<file path="config.mk">
export PLATFORM = sky130hd
export DESIGN_NAME = multi_edge_detect
export DESIGN_NICKNAME = d
export VERILOG_FILES = /design/src/rtl/multi_edge_detect.sv
export SDC_FILE = /design/constraint.sdc
export NUM_CORES = 1
export LEC_CHECK = 0
export CAP_MARGIN = 25
export CORE_ASPECT_RATIO = 1.5
export CORE_UTILIZATION = 56
export CTS_CLUSTER_DIAMETER = 30
export DETAILED_ROUTE_END_ITERATION = 10
export PLACE_DENSITY = 0.91
export SLEW_MARGIN = 20
export SYNTH_ARGS = -nofsm -noshare
export SYNTH_HDL_FRONTEND = slang
export SYNTH_SLANG_ARGS = --single-unit
</file>
<file path="constraint.sdc">
create_clock -name clk -period 2.5 [get_ports clk]
set_clock_uncertainty 0.05 [all_clocks]
set_input_delay 0.25 -clock clk [delete_from_list [all_inputs] [get_ports clk]]
set_output_delay 0.25 -clock clk [all_outputs]
set_load 0.01 [all_outputs]
</file>
<file path="src/rtl/multi_edge_detect.sv">
// Multi-channel edge detector: per-channel synchroniser, debounce FSM, mode-qualified
// one-cycle event pulse, sticky flag and saturating event counter.
module multi_edge_detect #(
  parameter int unsigned WIDTH       = 4,
  parameter int unsigned SYNC_STAGES = 2,
  parameter int unsigned DEBOUNCE    = 3,
  parameter int unsigned CNT_W       = 8
) (
  input  logic                     clk,
  input  logic                     reset,
  input  logic [WIDTH-1:0]         in,
  input  logic [1:0]               mode,
  input  logic                     clear,
  output logic [WIDTH-1:0]         out,
  output logic [WIDTH-1:0]         level,
  output logic [WIDTH-1:0]         sticky,
  output logic [WIDTH*CNT_W-1:0]   count,
  output logic                     any_event
);

  localparam int unsigned DB_W = (DEBOUNCE > 1) ? $clog2(DEBOUNCE + 1) : 1;
  localparam logic [CNT_W-1:0] CNT_MAX = '1;

  typedef enum logic [1:0] {LOW, CHK_H, HIGH, CHK_L} state_t;

  for (genvar i = 0; i < WIDTH; i++) begin : g_ch
    logic [SYNC_STAGES-1:0] sync_q;
    logic                   s;
    state_t                 state_q, state_d;
    logic [DB_W-1:0]        cnt_q, cnt_d;
    logic                   rise_c, fall_c, ev_c;
    logic                   out_q, level_q, sticky_q;
    logic [CNT_W-1:0]       count_q;

    // Synchroniser chain; s is the last stage
    always_ff @(posedge clk) begin
      if (!reset) begin
        sync_q <= '0;
      end else begin
        sync_q[0] <= in[i];
        for (int k = 1; k < SYNC_STAGES; k++) sync_q[k] <= sync_q[k-1];
      end
    end
    assign s = sync_q[SYNC_STAGES-1];

    always_ff @(posedge clk) begin
      if (!reset) begin
        state_q <= LOW;
        cnt_q   <= '0;
      end else begin
        state_q <= state_d;
        cnt_q   <= cnt_d;
      end
    end

    // Debounce next-state; rise/fall flag the edge that enters HIGH/LOW
    always_comb begin
      state_d = state_q;
      cnt_d   = cnt_q;
      rise_c  = 1'b0;
      fall_c  = 1'b0;
      unique case (state_q)
        LOW: begin
          if (s) begin
            if (DEBOUNCE == 1) begin
              state_d = HIGH;
              cnt_d   = '0;
              rise_c  = 1'b1;
            end else begin
              state_d = CHK_H;
              cnt_d   = DB_W'(1);
            end
          end
        end
        CHK_H: begin
          if (s) begin
            if (DB_W'(cnt_q + DB_W'(1)) == DB_W'(DEBOUNCE)) begin
              state_d = HIGH;
              cnt_d   = '0;
              rise_c  = 1'b1;
            end else begin
              cnt_d = DB_W'(cnt_q + DB_W'(1));
            end
          end else begin
            state_d = LOW;
            cnt_d   = '0;
          end
        end
        HIGH: begin
          if (!s) begin
            if (DEBOUNCE == 1) begin
              state_d = LOW;
              cnt_d   = '0;
              fall_c  = 1'b1;
            end else begin
              state_d = CHK_L;
              cnt_d   = DB_W'(1);
            end
          end
        end
        CHK_L: begin
          if (!s) begin
            if (DB_W'(cnt_q + DB_W'(1)) == DB_W'(DEBOUNCE)) begin
              state_d = LOW;
              cnt_d   = '0;
              fall_c  = 1'b1;
            end else begin
              cnt_d = DB_W'(cnt_q + DB_W'(1));
            end
          end else begin
            state_d = HIGH;
            cnt_d   = '0;
          end
        end
        default: begin
          state_d = LOW;
          cnt_d   = '0;
        end
      endcase
      ev_c = (rise_c & mode[0]) | (fall_c & mode[1]);
    end

    // Event outputs; an event on the clear edge leaves the channel at sticky=1, count=1
    always_ff @(posedge clk) begin
      if (!reset) begin
        out_q    <= 1'b0;
        level_q  <= 1'b0;
        sticky_q <= 1'b0;
        count_q  <= '0;
      end else begin
        out_q   <= ev_c;
        level_q <= (state_d == HIGH) || (state_d == CHK_L);
        if (clear) begin
          sticky_q <= ev_c;
          count_q  <= ev_c ? CNT_W'(1) : '0;
        end else if (ev_c) begin
          sticky_q <= 1'b1;
          if (count_q != CNT_MAX) count_q <= CNT_W'(count_q + CNT_W'(1));
        end
      end
    end

    assign out[i]                    = out_q;
    assign level[i]                  = level_q;
    assign sticky[i]                 = sticky_q;
    assign count[i*CNT_W +: CNT_W]   = count_q;
  end

  assign any_event = |out;

endmodule

</file>
### Port wiring, run 1

Scale bar: 20 um.
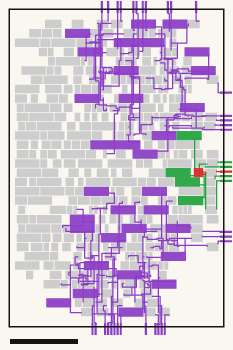
color	port	bits	direction	end cells	buffers	wire
red	any_event	1	output	1	1	3.40 um
purple	count	32	output	32	32	1310 um
green	out	4	output	4	4	64.4 um
top-level port count: 54
PortBufs: 53

### Sequential cells colored by netlist name, run 1

Scale bar: 20 um. Other sequential cells in the stronger gray, the rest of the logic in the fainter gray.
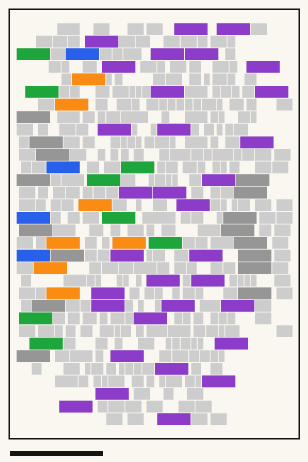
color	name in the netlist	placed flops
green	g_ch.cnt_q	8
orange	g_ch.state_q	7
blue	g_ch.level_q	4
purple	g_ch.count_q	32
Flop+latch power: 1.09 mW
sequential cell area share: 35.6%
final core utilization: 72.5%

### Power grid, run 1

Scale bar: 20 um. Pins as bars on the die edge. Tap cells in gray.
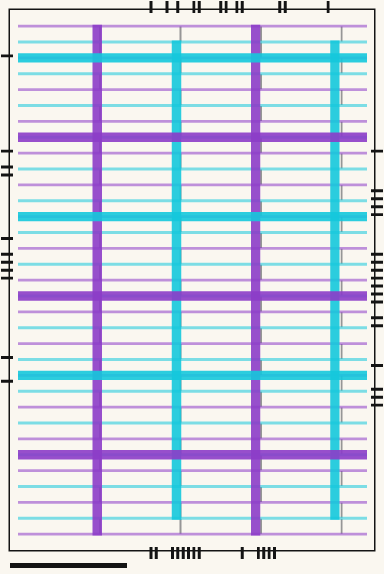
color	net
cyan	VDD
purple	VSS
tap cells	68
rows	32
signal pins	54
Core ar.: 5200 um^2
floorplan die height: 92.5 um

==> run 1: power by group through the flow <==
| stage | registers [mW] | clock network [mW] | logic [mW] |
|---|---|---|---|
| 6_report | 1.09 | 0.879 | 0.0657 |
| 3_5_place_dp | 1.11 | 0 | 0.0643 |
| 5_1_grt | 1.09 | 0.936 | 0.0700 |
| 4_1_cts | 1.09 | 0.894 | 0.0653 |
| 3_3_place_gp | 1.11 | 0 | 0.0621 |
| 2_1_floorplan | 1.11 | 0 | 0.0362 |
==> run 1: state kept, by name (all words and copies together) (netlist names) <==
| name | count |
|---|---|
| g_ch.out_q | 4 |
| g_ch.state_q | 7 |
| g_ch.cnt_q | 8 |
| g_ch.sticky_q | 4 |
| g_ch.count_q | 32 |
| g_ch.sync_q | 8 |
| g_ch.level_q | 4 |
==> run 1: area by class of cell <==
cell class / count / share of cell area [%]
clock buffers: 14 / 5.11
clock inverters: 1 / 0.133
inverters: 8 / 0.796
multi-input cells: 235 / 41.1
flip-flops and latches: 67 / 35.6
well taps: 68 / 2.26
repair buffers: 58 / 15.1
==> run 1: worst paths after layout <==
| path | slack, ps | startpoint | cells after the start | to |
|---|---|---|---|---|
| max | 570 | g_ch[1].out_q | 2 | any_event |
| min | 390 | g_ch[0].sync_q[0] | 1 | g_ch[0].sync_q[1] |
| max reg2reg | 720 | g_ch[2].count_q[0] | 5 | g_ch[2].count_q[6] |
| min reg2reg | 390 | g_ch[0].sync_q[0] | 1 | g_ch[0].sync_q[1] |
==> run 1: per-stage QoR <==
stage                     power (mW)  std cells  util [%]
after global routing            2.09        451      72.5
after floorplan                 1.15        332         -
after global placement          1.17        436      68.7
final                           2.03        451      72.5
after CTS                       2.05        451      72.5
after detailed placement        1.18        436      68.7
==> summary.txt, run 1 <==
Figures from the flow reports.

Logic synthesis:
- The run gives the share of synthesized area occupied by flip-flops and latches as 43.8%.
- For reference, simple AND, OR, NAND and NOR cells occupy between 20% and 30% of the area reported after synthesis.
- The run gives the Yosys warning count as 0.
- Per the synthesis report, the dominant area consumer among library cells is dfxtp_1.
- Of the combinational cells, the family taking the most area is simple AND/OR/NAND/NOR gates.
- The run puts the number of unique standard cell types used by synthesis at just over 50.
- The run puts the cell count in the Yosys report at 332.
- The run puts the share of synthesized registers carrying an async set or reset at 0%.
- The synthesized design devotes to its leading area cell type a little over two fifths of total area.
- Yosys reports that the most numerous cell types are 67 x dfxtp_1, 23 x a21oi_1, 22 x nand2_1.
- The run gives the instance tally after logic synthesis as 332.
- The post-synth count of flops with an enable pin is 0.
- The run puts the AND-OR/OR-AND share of the synthesized area at 18.9%.
- The run puts the post-synthesis average cell area at 9.21 um^2.
- The run puts the xor-xnor portion of the synthesized cell area at under 10%.
- The run puts the number of nets in the synthesized netlist at 345.
- The synthesis stats list as the most numerous cell dfxtp_1.
- Of the total synthesized cell area, the portion taken by full adders, half adders and majority gates is approximately 1.6%.
- The run gives the main flop type as dfxtp_1.
- The run puts the proportion of synthesized area in mux cells at about 2.0%.
- The run puts the flop and latch count out of synthesis at 67.

Clocking:
- The run gives the number of sinks on the clock net as 67.
- The run gives the clock-pin slew on the worst setup and hold paths as approximately 70 ps.
- The run puts the number of resized instances in the post-cts repair step at 0.
- In this run, post-CTS hold repair placed 0 buffers.
- The run puts the total clock buffers created by CTS at 9.
- TritonCTS built the clock tree.
- Looking at the clock tree report, the H-tree level count equals 3.

Global routing:
- Entering global routing, the biggest net connects 36 pins.
- The run puts the global router's overall resource usage at 23.8%.
- The run puts the leftover overflow at the end of global routing at 0.
- The run gives the met1 usage in global routing as 25.1%.
- The run puts the met2 usage in global routing at 44.0%.
- The number of antenna violations at the first check in global routing came to 0.
- The first global-routing pass estimated 10900 um of wire.
- The number of global-route vias before repair is 2540.

Floorplan:
- The run gives the horizontal extent of the die as 62.4 um.
- The run gives the core utilization at floorplan as 58.8%.
- The run gives the total number of placement rows as 32.

Final layout:
- The run puts the register area at 1340 um^2.
- The multi-input combinational cells in the finished layout cover a total of 1550 um^2.
- The library cell used most frequently in the layout, excluding fill and tap cells, is dfxtp_1.
- The run gives the diode insertion count for antenna repair as 0.
- The run gives the filler cell count as ~390.
- The run puts the number of nets in the finished design at between 300 and 400.

Timing:
- Derived from the worst setup path, the maximum achievable clock frequency is 518 MHz.
- In the finished design, the share of the clock period the worst path needs comes to 77.2%.
- The run puts the number of hold violations in the final report at 0.
- The run puts the total of endpoints with negative setup slack in the final report at 0.
- The run puts the worst max-slew margin expressed relative to the limit at 58.1%.
- Setup repair after global routing left no endpoint under its margin.
- The run puts the final total negative setup slack at 0 ps.
- Per the final report, max-transition violations number 0.
- Counting I/O delays and the setup requirement, the final critical path takes between 1500 and 2000 ps.

Route:
- The script logs the mean routed wire length per placed instance as approximately 15 um.
- The run gives the routed metal-1 wire length as 2710 um.
- The detailed router placed roughly 2700 vias in this run.
- The run puts the number of remaining DRC errors at 0.
- In this run the top signal layer used is met4.
- The run puts the total length of routed wires at 6570 um.
- The run gives the first-iteration detailed-routing DRC count as 147.
- In the detailed route, the total length drawn on met3 is between 200 and 300 um.
- The run puts the total iterations of the first detailed-routing run at 4.
- The run gives the via count normalized by instance count as around 6.
- The run puts the met2 wire length at between 3000 and 4000 um.

Worst setup path:
- The run gives the category of the critical setup timing path as reg -> out.
- The run gives the arrival time of the worst setup path as 1630 ps.
- The signal on the critical path passes through or4_1 -> clkdlybuf4s50_1.
- Looking at the critical path, the single cell with the biggest stage delay is or4_1.
- STA classifies the critical path endpoint as a primary output.
- The run gives the cell type group with the largest total delay on the critical path as simple AND/OR/NAND/NOR gates.
- Per the post-run analysis, buffers plus inverters along the critical path come to 1.
- The run gives the required time at the endpoint of the critical path as about 2200 ps.

Run:
- The number of maximum-capacitance violations recorded for the run is 0.

Place:
- RePlAce ended its routability-driven mode at a weighted congestion of 0.812.
- Before CTS, the worst setup slack after placement is 464 ps.
- After detailed placement, the total cell area comes to 3570 um^2.

Pwr:
- Summed over all cells, the static leakage comes to 1.41 nW.
- The run puts the power density of the placed cells at roughly 540 nW/um^2.
- The power report attributes to the sequential group a share of between 50% and 60%.
- The run gives the net switching component of the power as 0.432 mW.
- Per the power-grid run, VDD falls by no more than 0.500 mV.
- The run gives the internal power component as between 1.5 and 2 mW.

Run status:
- The run finished with clean final reports.
--- run 2 (diff from run 1) ---
--- a/config.mk
+++ b/config.mk
@@ -7,10 +7,10 @@
 export LEC_CHECK = 0
 export CAP_MARGIN = 25
 export CORE_ASPECT_RATIO = 1.5
-export CORE_UTILIZATION = 56
+export CORE_UTILIZATION = 52
 export CTS_CLUSTER_DIAMETER = 30
 export DETAILED_ROUTE_END_ITERATION = 10
-export PLACE_DENSITY = 0.91
+export PLACE_DENSITY = 0.86
 export SLEW_MARGIN = 20
 export SYNTH_ARGS = -nofsm -noshare
 export SYNTH_HDL_FRONTEND = slang
==> constraint.sdc (replaced) <==
create_clock -name clk -period 1.8 [get_ports clk]
set_clock_uncertainty 0.05 [all_clocks]
set_input_delay 0.18 -clock clk [delete_from_list [all_inputs] [get_ports clk]]
set_output_delay 0.18 -clock clk [all_outputs]
set_load 0.01 [all_outputs]
==> summary.txt, run 2 <==
Figures from the flow reports.

Final layout:
- The run gives the cell group occupying the most layout area as multi-input combinational cells.
- The run gives the filler cell count as 453 (+18%).
- Relative to the synthesized area, the layout overhead comes to 28.3%.
- The count of plain and timing-repair buffers was 78 (+34%).
- The run gives the count of clock-net buffers in the final layout as 13 (-1).
- The run gives the data-path buffer share of cell area in the final layout as 18.6% (+3.5 points).
- The run gives the number of flip-flops under the largest register name as 32 (unchanged).
- The count of multi-input combinational gates came to 235 (unchanged).
- The largest registers in the layout are g_ch.count_q: 32 flops, g_ch.cnt_q: 8 flops, g_ch.sync_q: 8 flops.
- The run gives the non-clock inverter instance count of the final layout as 8 (unchanged).
- The run puts the area of the multi-input gates at 1560 um^2 (+0.48%).
- g_ch.count_q holds more flip-flops than any other register.
- Among logic cells in the layout, the one with the most instances is dfxtp_1.
- The run puts the diode insertion count for antenna repair at 0 (unchanged).
- The run gives the final sequential cell count as 67 (unchanged).
- The run gives the share of the final layout cell area in multi-input gates as 39.7% (-1.4 points).
- The most common logic cells in the final layout are 67 x dfxtp_1, 52 x clkdlybuf4s50_1, 24 x buf_4, 23 x a21oi_1, 22 x nand2_1.
- The run gives the clock-cell share of area as 4.56% (-0.68 points).
- The run puts the number of nets in the finished design at 412 (+5.1%).
- Per the final layout report, the fraction of cells sized above drive strength 1 comes to roughly 14%.

Route:
- The run puts the first-iteration detailed-routing DRC count at 193 (+31%).
- The routed metal-1 wire length is 2790 um (+3.0%).
- The total iterations of the first detailed-routing run was 4 (unchanged).
- The run puts the number of remaining DRC errors at 0 (unchanged).
- The run puts the routed via count at 2770 (+2.2%).
- The run puts the total length of routed wires at 6770 um (+3.0%).
- The run gives the met2 wire length as 3460 um (-0.60%).
- The run puts the via count normalized by instance count at 5.86 (-2.6%).
- The run puts the wire length per cell after detailed routing at 14.3 um (-1.8%).
- The amount of wire on met3 after detailed routing came to 320 um (+25%).
- Per the post-route antenna check, the number of violating nets is 0.
- The run gives the highest metal layer used by the detailed router as met4.

Pwr:
- The run gives the power share of the clock group as 41.4%.
- Switching power as a fraction of the total was reported as 21.7%.
- The run puts the power density of the placed cells at 700 nW/um^2 (+30%).
- Of the total power, combinational logic draws 3.7%.
- The run puts the relative contribution of sequential cells to total power at 54.9% (+1.4 points).
- The run gives the net switching component of the power as 0.597 mW (+38%).
- The run gives the leakage power summed over all cells as 1.51 nW (+7.2%).
- The run gives the internal power component as 2.15 mW (+35%).
- The run gives the worst ir drop on vdd as 0.652 mV (+30%).

Run:
- The run gives the number of maximum-capacitance constraint violations as 0 (unchanged).
- The run puts the number of warnings in the stage logs at 26.

Clocking:
- The run gives the worst-skew pair later-pin latency as 340 ps.
- The run puts the post-CTS repair timing setup buffer count at 0.
- The run gives the number of resized instances in the post-cts repair step as 1 (+1).
- The run puts the number of levels in the clock H-tree at 3 (unchanged).
- The run puts the clock-pin slew on the worst setup and hold paths at 70 ps (about the same).
- The total of hold buffers inserted after clock tree synthesis came to 0 (unchanged).
- The run gives the root buffer cell as clkbuf_8.
- TritonCTS built the clock tree.
- The total clock buffers created by CTS is 9 (unchanged).
- The run gives the maximum buffer depth of the clock tree as 2.
- The run gives the number of sinks on the clock net as 67 (unchanged).

Place:
- The run gives the post-DP HPWL as 4900 um.
- The run puts the number of buffers added on ports at 53 (unchanged).
- The run puts the placement-stage worst setup slack at -172 ps (-636 ps).
- The weighted congestion reported at the end of routability-driven placement was 0.836 (+3.0%).

Logic synthesis:
- Yosys attributes the largest share of cell area to dfxtp_1 44%, a21oi_1 3.8%, nand3b_1 3.7%.
- The run gives the count of library flops with an enable pin as 0 (unchanged).
- The post-synthesis average cell area came to 9.21 um^2 (unchanged).
- Among all cell types in the netlist, the one instantiated most often is dfxtp_1.
- Yosys reports that the most numerous cell types are 67 x dfxtp_1, 23 x a21oi_1, 22 x nand2_1.
- The run gives the cell area after technology mapping as 3060 um^2.
- The run puts the share of the synthesized area in the top cell type at 43.8% (unchanged).
- The instance tally after logic synthesis is 332 (unchanged).
- The run puts the cell count in the Yosys report at 332 (unchanged).
- Sorting the Yosys area breakdown by cell type puts at the top dfxtp_1.
- The share of synthesized area occupied by flip-flops and latches was 43.8% (unchanged).
- The stat command in Yosys gives a chip area of 3060 um^2.
- The run puts the share of synthesized registers carrying an async set or reset at 0% (unchanged).
- The run gives the number of unique standard cell types used by synthesis as 51 (unchanged).
- The number of nets in the synthesized netlist was 345 (unchanged).
- In the synthesized netlist the dominant register cell turns out to be dfxtp_1.
- The run puts the Yosys warning count at 0 (unchanged).
- The run gives the flop and latch count out of synthesis as 67 (unchanged).

Worst setup path:
- The run puts the required time at the endpoint of the critical path at 2030 ps (-170 ps).
- STA classifies the critical path endpoint as a flop.
- The run gives the startpoint type of the worst setup path as a flop.
- In the setup report, the worst path falls into the class reg -> reg.
- The run gives the arrival time of the worst setup path as 1920 ps (+290 ps).
- The run gives the largest fanout of any net on the critical path as 7.

Global routing:
- The run gives the wire length of the first global-routing pass as 11200 um (+2.5%).
- The run gives the met2 usage in global routing as 41.4% (-2.6 points).
- The run gives the pin count of the biggest net entering global routing as 23 (-36%).
- The run gives the number of global-route vias before repair as 2616 (+3.0%).
- For met3 alone, demand over resource in global routing was 6.87%.
- Per the GRT log, the top usage layer is met2.
- The run puts the leftover overflow at the end of global routing at 0 (unchanged).
- The run puts the global router's overall resource usage at 23.6% (-0.23 points).
- The run puts the number of antenna violations at the first check in global routing at 0 (unchanged).
- The met1 usage in global routing is 24.8% (-0.32 points).

Floorplan:
- The run puts the count of pins on the block boundary at 54 (unchanged).
- The run gives the number of tap cells inserted as 70 (+2.9%).
- The run puts the area of the die at 6200 um^2.
- The run puts the placeable core region at 5570 um^2 (+7.1%).
- The core utilization at floorplan is 54.9% (-3.9 points).
- The vertical die size is 95.9 um (+3.7%).
- The horizontal extent of the die was 64.6 um (+3.6%).
- The total number of placement rows came to 33 (+3.1%).

Timing:
- The run gives the transition time at the pin with the least slew margin as 536 ps.
- The run gives the final total negative setup slack as 0 ps (unchanged).
- The run gives the total of endpoints with negative setup slack in the final report as 0 (unchanged).
- The run gives the share of the cycle needed by the critical path after routing as 93.6%.
- The worst path meets setup with 114 ps of slack.
- The run puts the number of hold violations in the final report at 0 (unchanged).
- The worst path needs ~1700 ps of the cycle, external delays included.
- The run gives the fmax as 593 MHz.
- The run gives the worst max-slew margin expressed relative to the limit as 64.2% (+6.1 points).
- The max-slew violation count was 0 (unchanged).
- Setup repair after global routing left no endpoint under its margin.

Run status:
- The flow ran to the end, and the final reports show no timing, DRC or antenna violations.

Worst hold path:
- The min-delay analysis places its worst path in the category in -> reg.
## run 2: cell types whose count changed in the layout (fill, tap and decap cells not counted)
cell | before | now
buf_4 | 5 | 24
a2111oi_0 | 2 | 0
clkbuf_8 | 14 | 12
a2111oi_1 | 0 | 1
a2111oi_2 | 0 | 1
buf_12 | 0 | 1
clkbuf_1 | 0 | 1
clkdlybuf4s50_1 | 53 | 52
clkinv_2 | 1 | 2
dlygate4sd2_1 | 0 | 1
## run 2: through the flow
step	hold slack, ps	cells	total power, mW	area (um^2)
floorplan	257	332	1.59	3060
CTS	349	473	2.78	3920
detailed placement	373	458	1.64	3740
finish	371	473	2.75	3930
global placement	364	458	1.64	3740
global route	363	473	2.84	3930
## run 2: cells by family after synthesis
family | Yosys count | share of synthesized area, %
simple gates | 137 | 27.1
compound gates | 84 | 18.9
flops | 67 | 43.8
buf+inv | 30 | 5.48
mux | 6 | 1.96
xor+xnor | 4 | 1.15
fa+ha+maj | 4 | 1.64
## run 2: power groups by stage
stage / sequential, mW / combinational [mW] / clock [mW]
floorplan: 1.54 / 0.0503 / 0
global placement: 1.54 / 0.0964 / 0
detailed placement: 1.54 / 0.100 / 0
CTS: 1.51 / 0.101 / 1.17
global route: 1.51 / 0.109 / 1.22
finish: 1.51 / 0.101 / 1.14
## run 2: critical path, stage by stage (launching register included)
cell and delay [ps]:
dfxtp_1 340, ha_1 300, a41oi_2 320, or4b_1 460, a21oi_1 150
## run 2: worst paths after layout
path / startpoint / endpoint / slack (ps) / cells after the start
worst max-delay path: g_ch[0].count_q[0] / g_ch[0].count_q[5] / 110 / 4
worst min-delay path: in[0] / g_ch[0].sync_q[0] / 370 / 2
worst max register to register: g_ch[0].count_q[0] / g_ch[0].count_q[5] / 110 / 4
worst min register to register: g_ch[3].sync_q[0] / g_ch[3].sync_q[1] / 390 / 1
### Sequential cells colored by netlist name, run 2

Scale bar: 20 um. Other sequential cells in the stronger gray, the rest of the logic in the fainter gray.
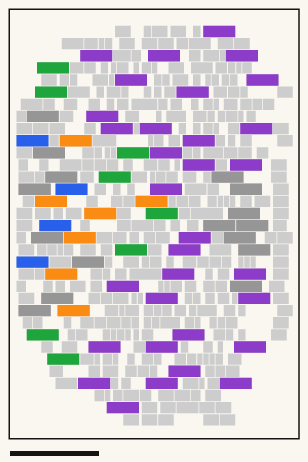
color	name in the netlist	placed flops
blue	g_ch.level_q	4
orange	g_ch.state_q	7
purple	g_ch.count_q	32
green	g_ch.cnt_q	8
Flop+latch power: 1.51 mW
sequential cell area share: 34.2%
area taken by flip-flops and latches: 1340 um^2
final core utilization: 70.4%

--- run 3 (diff from run 2) ---
--- a/config.mk
+++ b/config.mk
@@ -10,7 +10,7 @@
 export CORE_UTILIZATION = 52
 export CTS_CLUSTER_DIAMETER = 30
 export DETAILED_ROUTE_END_ITERATION = 10
-export PLACE_DENSITY = 0.86
+export PLACE_DENSITY = 0.87
 export SLEW_MARGIN = 20
 export SYNTH_ARGS = -nofsm -noshare
 export SYNTH_HDL_FRONTEND = slang
==> summary.txt, run 3 <==
Figures from the flow reports.

Run status:
- The run finished with clean final reports.

Floorplan:
- The run puts the vertical die size at 95.9 um (unchanged).
- The total number of placement rows came to 33 (unchanged).
- The run gives the core utilization at floorplan as 54.9% (unchanged).
- The horizontal extent of the die is 64.6 um (unchanged).
- The placeable core region was 5570 um^2 (unchanged).
- The run gives the count of pins on the block boundary as 54 (unchanged).

Timing:
- The run puts the fmax at 588 MHz (-0.95%).
- The minimum clock period after layout was 1700 ps (+16.1 ps).
- The worst max-slew margin expressed relative to the limit is 67.3% (+3.1 points).
- The run puts the number of hold violations in the final report at 0 (unchanged).
- The final total negative setup slack is 0 ps (unchanged).
- The run gives the share of the cycle needed by the critical path after routing as 94.5% (+0.89 points).
- The run puts the total of endpoints with negative setup slack in the final report at 0 (unchanged).
- The run gives the transition time at the pin with the least slew margin as 487 ps (-49.2 ps).
- Setup repair after global routing left no endpoint under its margin.
- The run gives the final hold slack as 363 ps (-8.39 ps).
- The run gives the max-slew violation count as 0 (unchanged).

Global routing:
- The run gives the pin count of the biggest net entering global routing as 35 (+52%).
- The run gives the number of antenna violations at the first check in global routing as 0 (unchanged).
- The wire length of the first global-routing pass was 10700 um (-4.3%).
- The run gives the number of global-route vias before repair as 2481 (-5.2%).

Logic synthesis:
- The run puts the post-synthesis adder-cell area fraction at 1.64% (unchanged).
- The run puts the xor-xnor portion of the synthesized cell area at 1.15% (unchanged).
- The run puts the chip area in the Yosys report at 3060 um^2 (unchanged).
- The run gives the AND-OR/OR-AND share of the synthesized area as 18.9% (unchanged).
- The run puts the number of unique standard cell types used by synthesis at 51 (unchanged).
- In the synthesized netlist the dominant register cell turns out to be dfxtp_1.
- The run gives the number of nets in the synthesized netlist as 345 (unchanged).
- The synthesis run shows the most used standard cells to be 67 x dfxtp_1, 23 x a21oi_1, 22 x nand2_1.
- The run puts the instance tally after logic synthesis at 332 (unchanged).
- The post-synthesis average cell area was 9.21 um^2 (unchanged).
- Looking at area per cell type in the netlist, the leader is dfxtp_1.
- The cell area after technology mapping was 3060 um^2 (unchanged).
- Yosys attributes the largest share of cell area to dfxtp_1 44%, a21oi_1 3.8%, nand3b_1 3.7%.
- The run puts the Yosys warning count at 0 (unchanged).
- The run puts the proportion of synthesized area in mux cells at 1.96% (unchanged).
- The share of synthesized cell area in and, or, nand and nor gates was 27.1% (unchanged).
- The run gives the flop and latch count out of synthesis as 67 (unchanged).
- The run gives the share of synthesized registers carrying an async set or reset as 0% (unchanged).
- The run gives the share of the synthesized area in the top cell type as 43.8% (unchanged).
- The run gives the count of library flops with an enable pin as 0 (unchanged).
- The run gives the cell count in the Yosys report as 332 (unchanged).
- The run gives the share of synthesized area occupied by flip-flops and latches as 43.8% (unchanged).
- The run gives the dominant non-sequential cell family after synthesis as simple AND/OR/NAND/NOR gates.
- The run gives the most numerous cell in the Yosys netlist as dfxtp_1.

Worst setup path:
- The run gives the category of the worst setup path capture point as a flop.
- The run puts the largest fanout of any net on the critical path at 7 (unchanged).
- The required time at the endpoint of the critical path is 2030 ps (about the same).
- The run puts the depth of the worst register-to-register path at 4 (unchanged).
- The run gives the arrival time of the worst setup path as 1930 ps (about the same).
- The worst setup path is launched from a flop.

Place:
- The post-DP HPWL was 4740 um (-3.2%).
- The run gives the weighted congestion reported at the end of routability-driven placement as 0.852 (+1.9%).
- The run gives the area after detailed placement as 3740 um^2 (unchanged).
- The run puts the number of buffers added on ports at 53 (unchanged).

Clocking:
- Clock tree synthesis selected as its root buffer the cell clkbuf_8.
- The run gives the maximum buffer depth of the clock tree as 2 (unchanged).
- The worst-skew pair later-pin latency came to 350 ps (about the same).
- The run gives the number of sinks on the clock net as 67 (unchanged).
- The run puts the number of levels in the clock H-tree at 3 (unchanged).
- The run puts the clock-pin slew on the worst setup and hold paths at 70 ps (about the same).
- The run puts the post-CTS repair timing setup buffer count at 0 (unchanged).
- The run gives the total clock buffers created by CTS as 9 (unchanged).
- TritonCTS built the clock tree.

Pwr:
- The run puts the net switching component of the power at 0.579 mW (-2.9%).
- The run gives the power share of the clock group as 40.6% (-0.8 points).
- The run puts the leakage power summed over all cells at 1.50 nW (-0.53%).
- The run puts the combinational power share at 3.4% (-0.3 points).
- The power density of the placed cells is 686 nW/um^2 (-2.0%).
- The run gives the final total power as 2.70 mW (-1.9%).
- The worst ir drop on vdd came to 0.558 mV (-14%).
- The run gives the internal power component as 2.12 mW (-1.6%).
- The run gives the relative contribution of sequential cells to total power as 56.0% (+1.1 points).

Route:
- The run gives the via count normalized by instance count as 5.79 (-1.1%).
- The run gives the routed via count as 2746 (-0.87%).
- The run puts the total length of routed wires at 6590 um (-2.6%).
- The run puts the wire length per cell after detailed routing at 13.9 um (-2.8%).
- The run gives the number of remaining DRC errors as 0 (unchanged).
- The run gives the total iterations of the first detailed-routing run as 4 (unchanged).
- The run puts the first-iteration detailed-routing DRC count at 114 (-41%).
- The run puts the post-detailed-route count of antenna-violating nets at 0 (unchanged).

Final layout:
- The run gives the relative area change from synthesis to final layout as 28.4% (about the same).
- The proportion of layout cells with a drive suffix above 1 came to 14.1% (+0.46 points).
- The diode insertion count for antenna repair was 0 (unchanged).
- The top cell type in the final layout, fill and taps aside, is dfxtp_1.
- The run puts the post-route non-filler standard cell count at 474 (+0.21%).
- The run puts the post-route standard cell area excluding fillers at 3930 um^2 (about the same).
- The run puts the number of nets in the finished design at 412 (unchanged).
- The run puts the core utilization of the finished layout at 70.5% (about the same).
- More flip-flops sit in one register than any other, and that register is g_ch.count_q.
- The run puts the filler cell count at 428 (-5.5%).
- The library cells used most frequently in the layout, excluding fill and tap cells, are 67 x dfxtp_1, 52 x clkdlybuf4s50_1, 24 x buf_4, 23 x a21oi_1, 22 x nand2_1.

Worst hold path:
- The run puts the number of stages on the worst hold path at 2 (unchanged).
- STA reports the tightest min-delay check as being of type in -> reg.

Run:
- The run gives the number of warnings in the stage logs as 26 (unchanged).
- The number of maximum-capacitance constraint violations was 0 (unchanged).
run 3: worst paths after layout:
kind | startpoint | end | slack, ps
max | g_ch[2].cnt_q[0] | g_ch[2].count_q[3] | 100
min | in[2] | g_ch[2].sync_q[0] | 360
max reg2reg | g_ch[2].cnt_q[0] | g_ch[2].count_q[3] | 100
min reg2reg | g_ch[3].sync_q[0] | g_ch[3].sync_q[1] | 380
run 3: routing by layer:
| metal | GRT usage, % | up-vias | wire [um] |
|---|---|---|---|
| met2 | 39.6 | 73 | 3340 |
| met4 | 13.7 | 0 | 185 |
| met3 | 5.57 | 19 | 315 |
| met1 | 24.4 | 1294 | 2750 |
| met5 | 0 | - | 0 |
| li1 | - | 1360 | - |
run 3: power by group through the flow:
stage,Sequential (mW),Clock [mW],Combinational (mW)
2_1_floorplan,1.54,0,0.0503
3_3_place_gp,1.54,0,0.0902
3_5_place_dp,1.54,0,0.0931
4_1_cts,1.51,1.12,0.0936
5_1_grt,1.51,1.17,0.102
6_report,1.51,1.09,0.0930
run 3: layout make-up:
type | instances | area, um^2 | area share [%]
timing repair buffer | 78 | 729 | 18.6
inverter | 8 | 30.0 | 0.764
clock inverter | 2 | 10.0 | 0.255
clock buffer | 14 | 163 | 4.14
multi-input combinational | 235 | 1570 | 39.9
tap | 70 | 87.6 | 2.23
sequential | 67 | 1340 | 34.1
run 3: what timing repair did:
action / in CTS / in global routing
gates resized: 1 / 6
setup endpoints to repair: 1 / 3
hold buffers: 0 / 0
pin swaps: 0 / 0
gates cloned: 0 / 0
run 3: worst max-delay path: stages, from the launching register on:
cell and delay (ps):
dfxtp_1 330, nand3b_1 270, a21o_1 290, or4_1 530, a21oi_1 170
run 3: cell families after synthesis:
kind of cell	after synthesis
flops	67
mux	6
xor+xnor	4
compound gates	84
buf+inv	30
simple gates	137
fa+ha+maj	4
### Port wiring, run 3

Scale bar: 20 um.
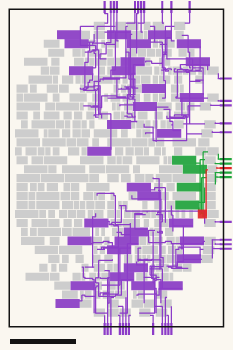
color	port	bits	direction	end cells	buffers	wire
red	any_event	1	output	1	1	15.7 um
green	out	4	output	4	4	72.7 um
purple	count	32	output	32	41	1420 um


==> notes/layouts.md <==
Pictures saved along the way, in no particular order.

Cell area per tile.
Plate I
Scale bar: 20 um. 6 x 10 tiles, from white (low) to dark blue (high), 0 to 100% covered.
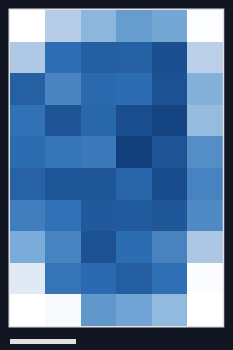
Plate II
Scale bar: 20 um. 6 x 9 tiles, from white (low) to dark blue (high), 0 to 100% covered.
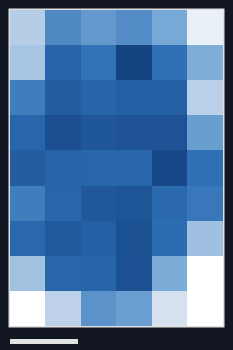
Plate II -> run 1
Plate I -> run 2

Key to Plate II:
tiles over 75% full	52%
mean over tiles	64%
fullest tile	92%
nearly empty tiles	5.6%
emptiest ninth of the die	bottom right

Power is estimated from default activity; no workload was simulated.
